===== config.mk =====
export PLATFORM = sky130hd
export DESIGN_NAME = vnu_accum
export DESIGN_NICKNAME = d
export VERILOG_FILES = /design/src/rtl/vnu_accum.sv
export SDC_FILE = /design/constraint.sdc
export NUM_CORES = 1
export LEC_CHECK = 0
export CAP_MARGIN = 30
export CORE_UTILIZATION = 35
export DETAILED_ROUTE_END_ITERATION = 10
export SLEW_MARGIN = 20
export SYNTH_ARGS = -nofsm -noshare
export SYNTH_HDL_FRONTEND = slang
export SYNTH_SLANG_ARGS = --single-unit

===== constraint.sdc =====
create_clock -name clk -period 3.8 [get_ports clk]
set_input_delay 0.76 -clock clk [delete_from_list [all_inputs] [get_ports clk]]
set_output_delay 0.76 -clock clk [all_outputs]
set_load 0.1 [all_outputs]

===== src/rtl/vnu_accum.sv =====
// vnu_accum -- serial variable-node accumulator for the LDPC decoder.
//
// Takes one channel LLR and DEGREE check-to-variable messages per variable
// node, forms the a-posteriori sum (APP) and then streams DEGREE extrinsic
// messages (APP minus each stored message) over a valid/ready handshake.
//
// Ports:
//   clk, rst              clock, synchronous active-high reset
//   llr_in/llr_valid      channel LLR input; llr_ready high in IDLE only
//   msg_in/msg_valid      check-to-variable messages; msg_ready high in COLLECT
//   ext_out/ext_valid     extrinsic message output; ext_ready from downstream
//   app_out               APP sum of the last completed frame
//   busy                  high whenever a frame is in progress
//
// Optional feature: define VNU_SAT_EXT_EN to clip ext_out to the message
// range [-2^MSG_W, 2^MSG_W-1] (sign-extended to ACC_W+1 bits). app_out is
// never clipped.
module vnu_accum #(
  parameter int MSG_W  = 8,
  parameter int ACC_W  = 10,
  parameter int DEGREE = 3
) (
  input  logic                clk,
  input  logic                rst,
  input  logic signed [MSG_W:0] llr_in,
  input  logic                llr_valid,
  output logic                llr_ready,
  input  logic signed [MSG_W:0] msg_in,
  input  logic                msg_valid,
  output logic                msg_ready,
  output logic signed [ACC_W:0] ext_out,
  output logic                ext_valid,
  input  logic                ext_ready,
  output logic signed [ACC_W:0] app_out,
  output logic                busy
);

  localparam int CW = (DEGREE > 1) ? $clog2(DEGREE) : 1;
  localparam logic [CW-1:0] LAST = CW'(DEGREE - 1);

  typedef enum logic [1:0] {IDLE, COLLECT, EMIT} state_t;

  state_t                 state_q;
  logic signed [ACC_W:0]  acc_q;
  logic signed [ACC_W:0]  app_q;
  logic [CW-1:0]          cnt_q;
  logic [CW-1:0]          idx_q;
  logic signed [MSG_W:0]  buf_q [DEGREE];

  logic signed [ACC_W:0]  acc_d;
  logic signed [ACC_W:0]  diff;

  function automatic logic signed [ACC_W:0] sext(input logic signed [MSG_W:0] v);
    return {{(ACC_W - MSG_W){v[MSG_W]}}, v};
  endfunction

`ifdef VNU_SAT_EXT_EN
  // Clip to the narrow message range so downstream only ever sees values
  // representable in MSG_W+1 bits.
  function automatic logic signed [ACC_W:0] sat_msg(input logic signed [ACC_W:0] v);
    logic signed [ACC_W:0] maxv;
    logic signed [ACC_W:0] minv;
    maxv = '0;
    maxv[MSG_W-1:0] = '1;
    minv = '1;
    minv[MSG_W-1:0] = '0;
    if (v > maxv)      return maxv;
    else if (v < minv) return minv;
    else               return v;
  endfunction
`endif

  // Output side is purely a function of registered state; no input reaches
  // ext_out/app_out combinationally.
  always_comb begin
    acc_d = acc_q + sext(msg_in);
    diff  = acc_q - sext(buf_q[idx_q]);
    ext_out = '0;
    if (state_q == EMIT) begin
`ifdef VNU_SAT_EXT_EN
      ext_out = sat_msg(diff);
`else
      ext_out = diff;
`endif
    end
  end

  // llr_ready is masked by rst so no LLR is taken in a reset cycle.
  assign llr_ready = (state_q == IDLE) && !rst;
  assign msg_ready = (state_q == COLLECT);
  assign ext_valid = (state_q == EMIT);
  assign busy      = (state_q != IDLE);
  assign app_out   = app_q;

  always_ff @(posedge clk) begin
    if (rst) begin
      state_q <= IDLE;
      acc_q   <= '0;
      app_q   <= '0;
      cnt_q   <= '0;
      idx_q   <= '0;
      for (int i = 0; i < DEGREE; i++) buf_q[i] <= '0;
    end else begin
      case (state_q)
        IDLE: begin
          if (llr_valid) begin
            acc_q   <= sext(llr_in);
            cnt_q   <= '0;
            state_q <= COLLECT;
          end
        end
        COLLECT: begin
          if (msg_valid) begin
            buf_q[cnt_q] <= msg_in;
            acc_q        <= acc_d;
            cnt_q        <= cnt_q + 1'b1;
            if (cnt_q == LAST) begin
              // app_q is only updated here so it stays stable through EMIT
              // and holds the last frame's sum afterwards.
              app_q   <= acc_d;
              idx_q   <= '0;
              state_q <= EMIT;
            end
          end
        end
        EMIT: begin
          if (ext_ready) begin
            if (idx_q == LAST) begin
              idx_q   <= '0;
              state_q <= IDLE;
            end else begin
              idx_q <= idx_q + 1'b1;
            end
          end
        end
        default: state_q <= IDLE;
      endcase
    end
  end

endmodule


Fig. 1: run 1, clock distribution
(3 px per um)
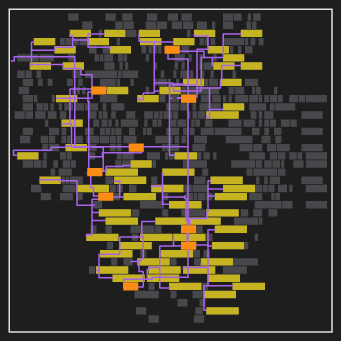
- orange: clock-net drivers (count 9)
- purple: clock wires (length 972 um)
- yellow: flip-flops (count 66)
- routed clock nets: 10

Fig. 2: run 1, local utilization
(3 px per um) The die is cut into 11 by 11 equal tiles; white is low, dark blue is high, 0 to 100% covered.
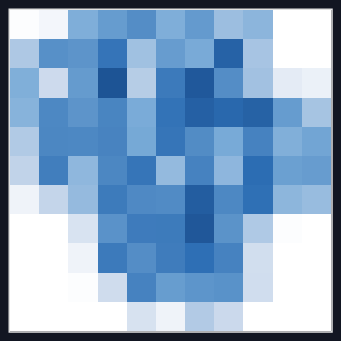
- fullest tile: 86%
- mean over tiles: 41%
- densest ninth of the die: middle
- tiles over 75% full: 7.4%
- emptiest ninth of the die: bottom left
core footprint: 10,800 um^2
fin util: 45.5%

==> flow_summary.toml, run 1 <==
# physical design summary
[clock_tree]
clock_sinks = 66
root_buffer = "clkbuf_8"
htree_levels = 3
path_clk_slew_ps = 80
cts_tree = "yes"
clk_path_buf_depth = 2

[logic_synthesis]
synthCells = 381
synth.most_common_cell = "edfxtp_1"
edf_count = 36
top_cell_area_share_pct = 28.0
dominantRegCellSynth = "edfxtp_1"
ys_ff = 66
synth_stat.cells = 381
synth_warnings = 0
yosysTopAreaCell = "edfxtp_1"
fp_nets = 430
netlist-cell-type-count = 58
top_cells_by_count = "36 x edfxtp_1, 34 x nand2_1, 30 x dfxtp_1"
ys_seq_share_pct = 43.5
synth.area.top_cells = "edfxtp_1 28%, dfxtp_1 16%, ha_1 7.8%, mux4_2 5.2%, nand2_1 3.3%"
avgSynthCellArea_um2 = 10.1
ys_async_sr_fraction_pct = 0
ys_area_um2 = 3860
syn_area_um2 = 3860

[critical_path]
reg2reg_depth = 4
cp.arrival_ps = 3010
start_kind = "flip-flop"
path_class = "reg -> out"
end_kind = "primary output"
r2r-start = "state_q[0]"
cp.required_ps = 3040
cp_max_fo = 5
r2r_slack_ps = 1350
worstReg2RegEnd = "buf_q[2][6]"

[detailed_routing]
vias_per_cell = 5.30
vias = 3045
drc = 0
wl_per_cell_um = 17.1
ant_nets = 0
drt_iter0_drc = 147
postRouteWirelength_um = 9830
dr.pass1.iters = 4

[floorplan]
die_x_um = 107
initCoreUtil_pct = 35.8
row_count = 38
die_area_um2 = 11500
io_pins = 49
die_height_um = 107

[power]
p_total_mw = 1.91
vdd_ir_drop_max_mv = 0.186
p_per_area_nw_per_um2 = 390
p_sw_mw = 0.581
seq_power_share_pct = 42.0
p_comb_share_pct = 22.1
power.internal_mw = 1.33
p_sw_share_pct = 30.4
power_frac_clock_pct = 35.9
leakagePower_nw = 1.87

[layout]
final_nets = 478
drive_gt1_share_pct = 18.9
nFillCells = 1006
logic_area_um2 = 2080
area_delta_synth_final_pct = 26.9
diodes = 0
regArea_um2 = 1680

[worst_hold_path]
hold_depth = 2
hold_path_startpoint = "app_out[3]"
whs_endpoint = "app_out[3]"
min_path_type = "reg -> reg"

[final_timing]
finalCriticalPeriod_ps = 3770
fin_crit_sh_pct = 99.1
worst_slew_pin_slew_ps = 977
setup_viol = 0
hold_viol = 0
rsz0062_at_grt = "true"
setup_tns_ps = 0
slew_headroom_pct = 34.7
slew_viol_final = 0
max_freq_ghz = 0.265

[global_routing]
grt-ovfl-total = 0
antenna_found_initial = 0
grt_pass1_wl_um = 15800
grtUsageTotal_pct = 18.4
grt_max_degree = 27
first_global_vias = 3058

[place]
gp_congestion = 0.841
io_buffer_count = 48
detailed_place_hpwl_um = 7280

[run_status]
status = "finished, final reports clean"

[job]
drv_cap = 0
warnings = 31
Fig. 3: run 1, clock routing
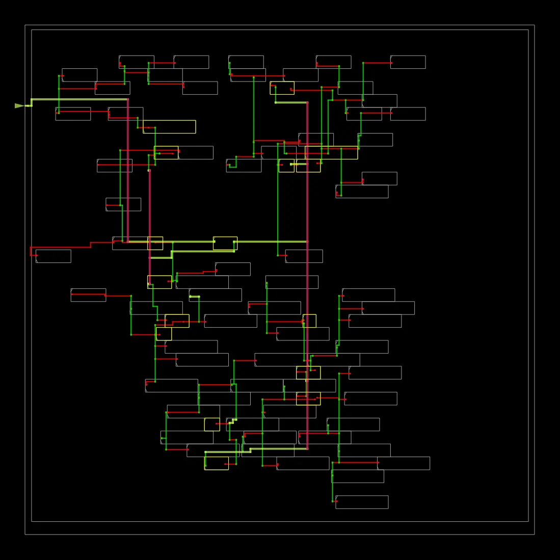
Skew-Pair Late Insertion Delay: 360 ps
skew final: 11.5 ps
Num CTS Buffers: 9

-- run 1: critical path, stage by stage, from the launching register on --
cell	delay, ps
dfxtp_2	350
buf_6	130
mux4_2	500
inv_2	80
ha_4	200
and2b_2	200
buf_4	140
o31a_1	260
o21a_1	190
o21a_1	180
nor3_2	220
buf_12	210
-- run 1: layout by cell type (no fill, tap or decap), drive strengths merged, types with 3 or more instances in the layout --
cell,n
a211oi,6
a21oi,23
a311oi,7
a31oi,6
and2,14
and3,19
buf,23
clkbuf,9
clkdlybuf4s50,33
clkinv,3
dfxtp,30
edfxtp,36
ha,24
inv,26
mux2i,3
mux4,9
nand2,34
nand2b,4
nand3,11
nand3b,5
nor2,28
nor3,9
nor3b,4
o21a,5
o21ai,18
o22ai,5
xnor2,9
xor2,4
-- run 1: metal layers --
| metal | vias to the layer above | share of wire, % | global-route usage (%) |
|---|---|---|---|
| li1 | 1483 | - | - |
| met1 | 1464 | 45 | 23.6 |
| met2 | 74 | 48 | 29.4 |
| met3 | 24 | 4.2 | 3.65 |
| met4 | 0 | 3.1 | 9.20 |
| met5 | - | 0 | 0 |
-- run 1: registers in the layout, summed over array words and instances (netlist names), named ones only --
signal / flops
acc_q: 11
cnt_q: 2
app_out: 11
state_q: 2
buf_q: 36
idx_q: 2
-- run 1: layout make-up --
class | count | area share (%)
clock inverter | 7 | 2.09
timing repair buffer | 56 | 13.1
sequential | 66 | 34.3
multi-input combinational | 271 | 42.5
inverter | 25 | 1.91
tap | 140 | 3.57
clock buffer | 9 | 2.52
-- run 1: repair_timing --
item | CTS | global route
hold endpoints to repair | 0 | 0
hold buffers | 0 | 0
endpoints found under the setup margin | 2 | 3
pin swaps | 0 | 3
buffers inserted | 4 | 0
gates resized | 3 | 11
-- run 1: worst max-delay path by stage --
stage,start,to,slack (ps),cells after the start
finish,flip-flop,ext_out[6],30,11
global route,flip-flop,ext_out[6],-80,11
CTS,buf_q[3][0],ext_out[10],10,9
detailed placement,flip-flop,ext_out[10],240,9
global placement,flip-flop,ext_out[10],300,9
floorplan,flip-flop,ext_out[6],-280,9
-- run 1: through the flow --
stage	hold WS [ps]	setup WS [ps]	utilization, %	cell area [um^2]	cells
floorplan	483	-282	-	3900	381
global placement	450	300	42.5	4580	554
detailed placement	450	241	42.5	4580	554
CTS	464	10.4	44.9	4840	574
global route	481	-84.3	45.5	4910	574
finish	462	32.9	45.5	4910	574
-- run 1: cell families (layout without fill, tap and decap cells) --
logic type               Yosys count  count (layout)  synth area share, %
buffers and inverters             44              97                 5.21
XOR/XNOR                          13              13                 2.95
adder cells (fa/ha/maj)           26              26                 8.81
multiplexers                      12              12                 6.02
AND/OR/NAND/NOR                  137             137                 18.4
flip-flops                        66              66                 43.5
AND-OR/OR-AND                     83              83                 15.1
-- run 1: power by group through the flow --
stage | combinational [mW] | clock [mW] | sequential (mW)
2_1_floorplan | 0.302 | 0 | 0.807
3_3_place_gp | 0.390 | 0 | 0.817
3_5_place_dp | 0.397 | 0 | 0.818
4_1_cts | 0.405 | 0.688 | 0.802
5_1_grt | 0.466 | 0.718 | 0.808
6_report | 0.423 | 0.688 | 0.803
Fig. 4: run 1, met3 routing
(4 px per um) Cells faint in the background.
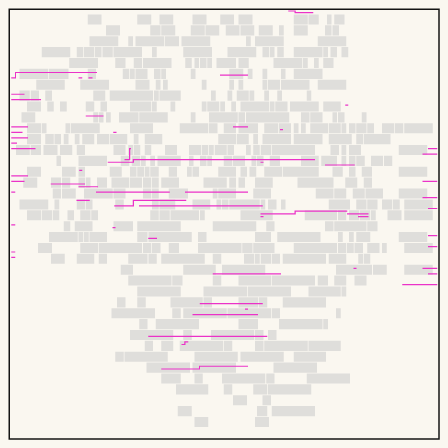

==> run 2, diff against run 1 <==
Settings changed: CORE_MARGIN set to 1.5.
Fig. 5: run 2, met3 routing
(4 px per um) Cells faint in the background.
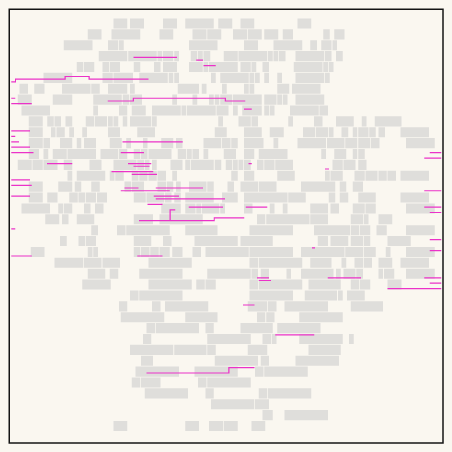
- longest straight run: 23.0 um
- share of all routed wire: 4.0%
- nets with wire on the layer: 44
overall routed net length: 9630 um
routed via count: 3,034
met3 usage: 3.50%

Fig. 6: run 2, clock routing
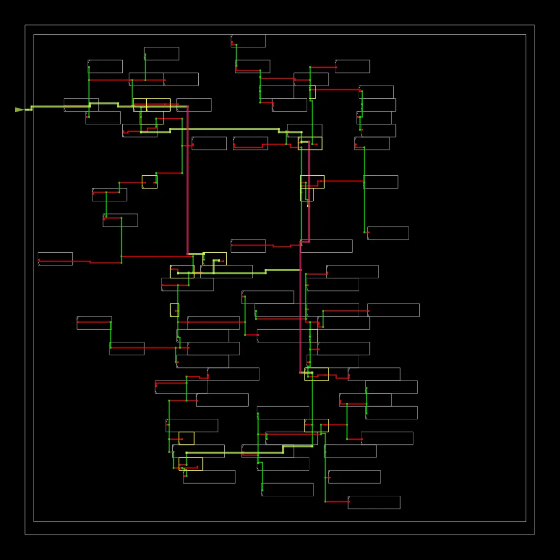
P_clk: 0.522 mW
Sink Count: 66
Flops: 66
CLK BUF: 9

Fig. 7: run 2, the metal 1 layer
(2 px per um) Supply wires on this layer in grey.
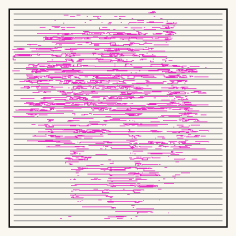
- main direction: horizontal
- nets with wire on the layer: 438
met1 Use GR: 22.6%

==> run 2 against run 1 <==
Against the previous run: wire length fell by 2.1%; die area grew 1.9%; non-clock buffer count is 1 lower; power shrank 9.3%; clock power is 24% lower; final area fell by 1.8%; hold slack lost 2.5 ps; core utilization fell by 0.80 points; combinational power fell by 3%; critical path depth down 2; via count is 0.36% lower; fmax grew 0.75%; critical path type unchanged; critical endpoint is now ext_out[10]; largest cell class unchanged; largest power group unchanged.
==> flow_summary.toml, run 2 <==
# physical design summary
[clock_tree]
clk_path_buf_depth = 2
root_buffer = "clkbuf_8"
cts_hold_buf = 0
clock.latency.late_pin_ps = 360
htree_levels = 3
path_clk_slew_ps = 80
cts_buffers = 9
cts_tree = "yes"

[final_timing]
skew_ps = 14.6
fin_crit_sh_pct = 98.4
max_freq_ghz = 0.267
hold_viol = 0
slew_viol_final = 0
finalCriticalPeriod_ps = 3740
rsz0062_at_grt = "true"
slew_headroom_pct = 34.5
worst_slew_pin_slew_ps = 979
setup_viol = 0
setup_tns_ps = 0
layout_setup_ws_ps = 61.1

[detailed_routing]
dr.pass1.iters = 4
vias_per_cell = 5.29
drc = 0
drt-met1-wl_um = 4380
top_layer_used = "met4"
wl_met2_um = 4740
ant_nets = 0
wl_met3_um = 379
wl_per_cell_um = 16.8
drt_iter0_drc = 152

[layout]
area_delta_synth_final_pct = 24.7
lay_top_count = "edfxtp_1"
largest_register_ffs = 36
nFillCells = 999
most-common-layout-cells = "36 x edfxtp_1, 33 x nand2_1, 33 x clkdlybuf4s50_1"
drive_gt1_share_pct = 17.6
regArea_um2 = 1690
stdcell_area_um2 = 4820
top_register = "buf_q"
final_nets = 477
diodes = 0
logic_area_um2 = 2050

[critical_path]
critPathMaxStageDelay_ps = 530
path_class = "reg -> out"
r2r-start = "state_q[0]"
crit_chain = "mux4_2 > ha_4 > fa_2 > and2b_2 > o31ai_1 > a211o_1 > a211o_1 > nand2_2 > buf_12"
reg2reg_depth = 3
cp-endpoint = "ext_out[10]"
cp_common_cell = "a211o_1"
start_kind = "flip-flop"
r2r_slack_ps = 1630
critPathSlowestCell = "mux4_2"
end_kind = "primary output"
worstReg2RegEnd = "buf_q[3][7]"
cp_num_cells = 9
critPathTopFamily = "AND-OR/OR-AND gates"
cp.arrival_ps = 2980
cp.required_ps = 3040
cp_max_fo = 3
cp_num_buf_inv = 1

[global_routing]
grt-ovfl-total = 0
grtUsageTotal_pct = 17.4
first_global_vias = 2908
antenna_found_initial = 0
grt_pass1_wl_um = 15300
grt_max_degree = 35

[logic_synthesis]
ys_ff = 66
dominantRegCellSynth = "edfxtp_1"
edf_count = 36
ys_async_sr_fraction_pct = 0
netlist-cell-type-count = 58
synth.most_common_cell = "edfxtp_1"
synth_warnings = 0
synth.area.top_cells = "edfxtp_1 28%, dfxtp_1 16%, ha_1 7.8%, mux4_2 5.2%, nand2_1 3.3%"
ys_seq_share_pct = 43.5
yosysTopAreaCell = "edfxtp_1"
ys_area_um2 = 3860
top_cells_by_count = "36 x edfxtp_1, 34 x nand2_1, 30 x dfxtp_1"
top_cell_area_share_pct = 28.0
syn_area_um2 = 3860
synth_stat.cells = 381
avgSynthCellArea_um2 = 10.1
fp_nets = 430
synthCells = 381

[power]
p_sw_share_pct = 31.9
power_frac_clock_pct = 30.1
seq_power_share_pct = 46.2
vdd_ir_drop_max_mv = 0.189
p_total_mw = 1.74
power.internal_mw = 1.18
p_per_area_nw_per_um2 = 360
leakagePower_nw = 1.85
p_comb_share_pct = 23.7
p_sw_mw = 0.555

[worst_hold_path]
hold_depth = 2
min_path_type = "reg -> reg"

[job]
warnings = 31
drv_cap = 0

[floorplan]
initCoreUtil_pct = 35.8
die_area_um2 = 11700
core_um2 = 10800
die_height_um = 108
die_x_um = 108
io_pins = 49
row_count = 38

[place]
dpl-instance-area_um2 = 4590
io_buffer_count = 48
dp_slack_ps = 270
detailed_place_hpwl_um = 7150
gp_congestion = 0.849

[run_status]
status = "finished, final reports clean"
run 2: timing repair:
| action | in CTS | in global routing |
|---|---|---|
| setup endpoints to repair | 3 | 4 |
| buffers inserted | 1 | 1 |
| gates cloned | 0 | 0 |
| resized | 3 | 9 |
| pin swaps | 0 | 1 |
run 2: cell families (layout without fill, tap and decap cells):
group	count (synthesis)	count (layout)	share of synthesized area (%)
buffers and inverters	44	96	5.21
and+or+nand+nor	137	137	18.4
xor gates and xnor gates	13	13	2.95
adders and majority gates	26	26	8.81
muxes	12	12	6.02
AOI/OAI and AO/OA	83	83	15.1
DFF	66	66	43.5
run 2: worst min path at each step:
stage | start | endpoint | slack [ps]
floorplan | cnt_q[1] | cnt_q[1] | 480
global placement | app_out[4] | app_out[4] | 450
detailed placement | app_out[1] | app_out[1] | 450
CTS | app_out[1] | app_out[1] | 470
global route | app_out[6] | app_out[6] | 490
finish | app_out[6] | app_out[6] | 460
run 2: area by class of cell:
| type | count | share of cell area (%) |
|---|---|---|
| clock inverter | 7 | 0.961 |
| inverter | 25 | 1.95 |
| timing repair buffer | 55 | 13.3 |
| tap | 140 | 3.63 |
| multi-input combinational | 271 | 42.6 |
| clock buffer | 9 | 2.57 |
| sequential | 66 | 35.0 |
run 2: stage by stage:
step / std cells / hold slack (ps) / utilization [%]
after floorplan: 381 / 483 / -
after global placement: 555 / 451 / 42.5
after detailed placement: 555 / 451 / 42.5
after CTS: 572 / 468 / 44.2
after global routing: 573 / 488 / 44.7
final: 573 / 460 / 44.7
run 2: per-layer routing:
metal / global-route usage (%) / vias up
li1: - / 1483
met1: 22.6 / 1464
met2: 29.2 / 77
met3: 3.50 / 10
met4: 5.26 / 0
met5: 0 / -
run 2: power groups by stage:
stage               registers [mW]  logic (mW)  clock network (mW)
finish                       0.803       0.412               0.522
global route                 0.805       0.454               0.561
CTS                          0.803       0.402               0.533
detailed placement           0.820       0.396                   0
global placement             0.818       0.389                   0
floorplan                    0.807       0.302                   0
run 2: worst reg2reg max path, cell delays in order, from the launching register on:
cell and delay [ps]:
dfxtp_1 530, nand2b_4 170, nor3_2 580, and2_1 530
Fig. 8: run 2, local utilization
(3 px per um) The die is cut into 11 by 11 equal tiles; white is low, dark blue is high, 0 to 100% covered.
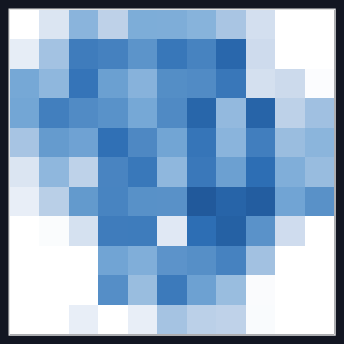

==> run 3, diff against run 2 <==
Settings changed: CORE_UTILIZATION 35 to 30.
Fig. 9: run 3, local utilization
(3 px per um) The die is cut into 12 by 12 equal tiles; white is low, dark blue is high, 0 to 100% covered.
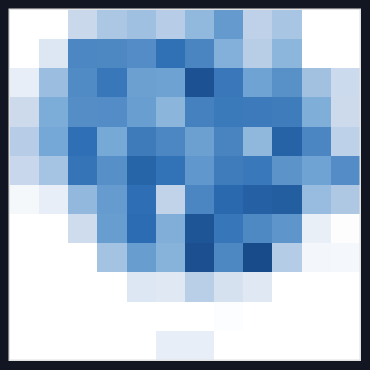
- mean over tiles: 35%
- emptiest ninth of the die: bottom left
- nearly empty tiles: 29%
- fullest tile: 89%
- densest ninth of the die: middle
- tiles over 75% full: 7.6%

Fig. 10: run 3, clock distribution
(3 px per um)
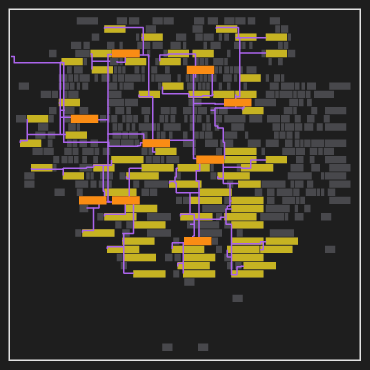
- orange: clock-net drivers (count 9)
- purple: clock wires (length 859 um)
- yellow: flip-flops (count 66)
- routed clock nets: 10

==> run 3 against run 2 <==
Against the previous run: die area rose by 16%; clock-buffer cell count did not move; synthesized cell count did not move; sequential cell count did not move; fmax rose by 1.1%; hold slack improved by 1.6 ps; first-iteration DRC count fell by 0.66%; global-route usage fell by 2.3 points; clock skew fell by 7.6 ps; critical path type unchanged; critical endpoint unchanged; highest routed layer unchanged.
==> flow_summary.toml, run 3 <==
# physical design summary
[logic_synthesis]
yosysTopAreaCell = "edfxtp_1"
syn_area_um2 = 3860
synthCells = 381
dominantRegCellSynth = "edfxtp_1"
netlist-cell-type-count = 58
ys_seq_share_pct = 43.5
fp_nets = 430
top_cells_by_count = "36 x edfxtp_1, 34 x nand2_1, 30 x dfxtp_1"
avgSynthCellArea_um2 = 10.1
synth.area.top_cells = "edfxtp_1 28%, dfxtp_1 16%, ha_1 7.8%, mux4_2 5.2%, nand2_1 3.3%"
ys_async_sr_fraction_pct = 0
edf_count = 36
top_cell_area_share_pct = 28.0
ys_ff = 66
ys_area_um2 = 3860
synth_stat.cells = 381
synth_warnings = 0
synth.most_common_cell = "edfxtp_1"

[final_timing]
timing.hold.ws_ps = 461
skew_ps = 6.99
worst_slew_pin_slew_ps = 974
setup_tns_ps = 0
slew_viol_final = 0
finalCriticalPeriod_ps = 3700
max_freq_ghz = 0.270
hold_viol = 0
fin_crit_sh_pct = 97.3
slew_headroom_pct = 34.9
setup_viol = 0
rsz0062_at_grt = "true"

[run_status]
status = "finished, final reports clean"

[worst_hold_path]
min_path_type = "reg -> reg"

[clock_tree]
cts_tree = "yes"
root_buffer = "clkbuf_16"
post_cts_buffers = 0
cts_buffers = 9
clk_path_buf_depth = 2
cts_hold_buf = 0
clock_sinks = 66
path_clk_slew_ps = 60
htree_levels = 3
clock.latency.late_pin_ps = 340

[place]
gp_congestion = 0.812
detailed_place_hpwl_um = 7400
io_buffer_count = 48

[detailed_routing]
vias_per_cell = 5.00
drc = 0
wl_per_cell_um = 15.9
dr.pass1.iters = 4
ant_nets = 0
drt_iter0_drc = 151

[power]
p_total_mw = 2.06
leakagePower_nw = 1.90
p_per_area_nw_per_um2 = 415
vdd_ir_drop_max_mv = 0.216

[global_routing]
grtUsageTotal_pct = 15.1
grt-ovfl-total = 0
grt_max_degree = 33
antenna_found_initial = 0
first_global_vias = 2945
grt_pass1_wl_um = 15200

[critical_path]
cp.arrival_ps = 2940
end_kind = "primary output"
cp_max_fo = 4
start_kind = "flip-flop"
cp.required_ps = 3040
path_class = "reg -> out"

[job]
drv_cap = 0
warnings = 31

[floorplan]
die_x_um = 117
die_area_um2 = 13600
io_pins = 49
row_count = 41
die_height_um = 117
core_um2 = 12600
initCoreUtil_pct = 30.6

[layout]
diodes = 0
area_delta_synth_final_pct = 28.3
nFillCells = 1242
drive_gt1_share_pct = 17.1
most-common-layout-cells = "36 x edfxtp_1, 34 x nand2_1, 33 x clkdlybuf4s50_1"
final_nets = 477
lay_top_count = "edfxtp_1"
largest_register_ffs = 36
top_register = "buf_q"
Fig. 11: run 3, met3 routing
(4 px per um) Cells faint in the background.
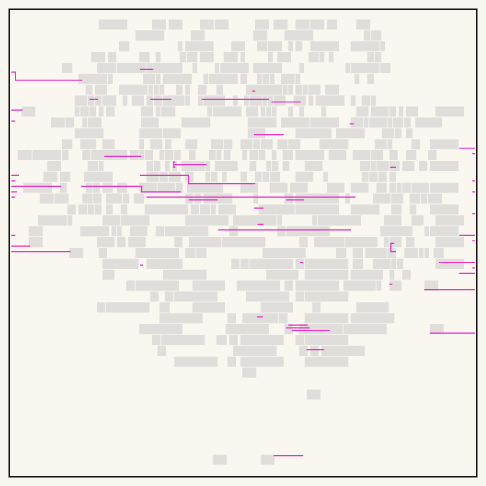
- wire length on this layer: 357 um
- share of all routed wire: 3.7%
- main direction: horizontal
met3 usage: 3.37%
routed via count: 3,026
overall routed net length: 9620 um

## run 3: cell counts after synthesis
No cell type changed its count.
## run 3: worst paths after layout
check / cells past startpoint / slack (ps) / startpoint / end
setup / recovery: 9 / 100 / flip-flop / ext_out[10]
hold / removal: 2 / 460 / app_out[3] / app_out[3]
setup reg to reg: 3 / 1670 / state_q[0] / buf_q[3][8]
hold reg to reg: 2 / 460 / app_out[3] / app_out[3]
## run 3: what timing repair did
action                     in CTS  in global routing
setup endpoints to repair       1                  2
gates cloned                    0                  0
gates resized                   2                  2
## run 3: worst max-delay path: stages (launching register included)
cell     delay (ps)
dfxtp_2         350
buf_4           140
mux4_2          540
fa_2            370
and2b_2         260
o31ai_1         100
a211o_1         290
a211o_1         260
nand2_1         110
buf_12          180
## run 3: through the flow
step | setup slack (ps) | util (%) | cells | cell area [um^2]
floorplan | -282 | - | 381 | 3900
global placement | 360 | 36.8 | 589 | 4640
detailed placement | 335 | 36.8 | 589 | 4640
CTS | 29.8 | 39.3 | 605 | 4950
global route | -0.968 | 39.3 | 605 | 4960
finish | 101 | 39.3 | 605 | 4960
## run 3: final cells by class
class	instances	area, um^2	share of cell area, %
Inverter	25	93.8	1.89
Sequential cell	66	1680	33.9
Multi-Input combinational cell	271	2030	40.9
Timing Repair Buffer	55	633	12.8
Tap cell	172	215	4.34
Clock inverter	7	82.6	1.66
Clock buffer	9	225	4.54
## run 3: cells by family (layout without fill, tap and decap cells)
family / Yosys count / count (layout) / share of synthesized area (%)
adders and majority gates: 26 / 26 / 8.81
buffers and inverters: 44 / 96 / 5.21
DFF: 66 / 66 / 43.5
AOI/OAI and AO/OA: 83 / 83 / 15.1
xor gates and xnor gates: 13 / 13 / 2.95
muxes: 12 / 12 / 6.02
and+or+nand+nor: 137 / 137 / 18.4
## run 3: where the power goes
part	leakage [nW]	internal (mW)	switching, mW	total (mW)
Clock	0.145	0.519	0.335	0.853
Combinational	1.15	0.167	0.236	0.403
Sequential	0.606	0.778	0.0254	0.804
## run 3: metal layers
metal  vias up  global-route usage (%)  part of all wire (%)
met5         -                       0                     0
li1       1487                       -                     -
met2        66                    24.0                    48
met1      1453                    19.8                    46
met4         0                    6.50                   2.7
met3        20                    3.37                   3.7
No activity file was given, so power comes from the tool's default toggle rates.
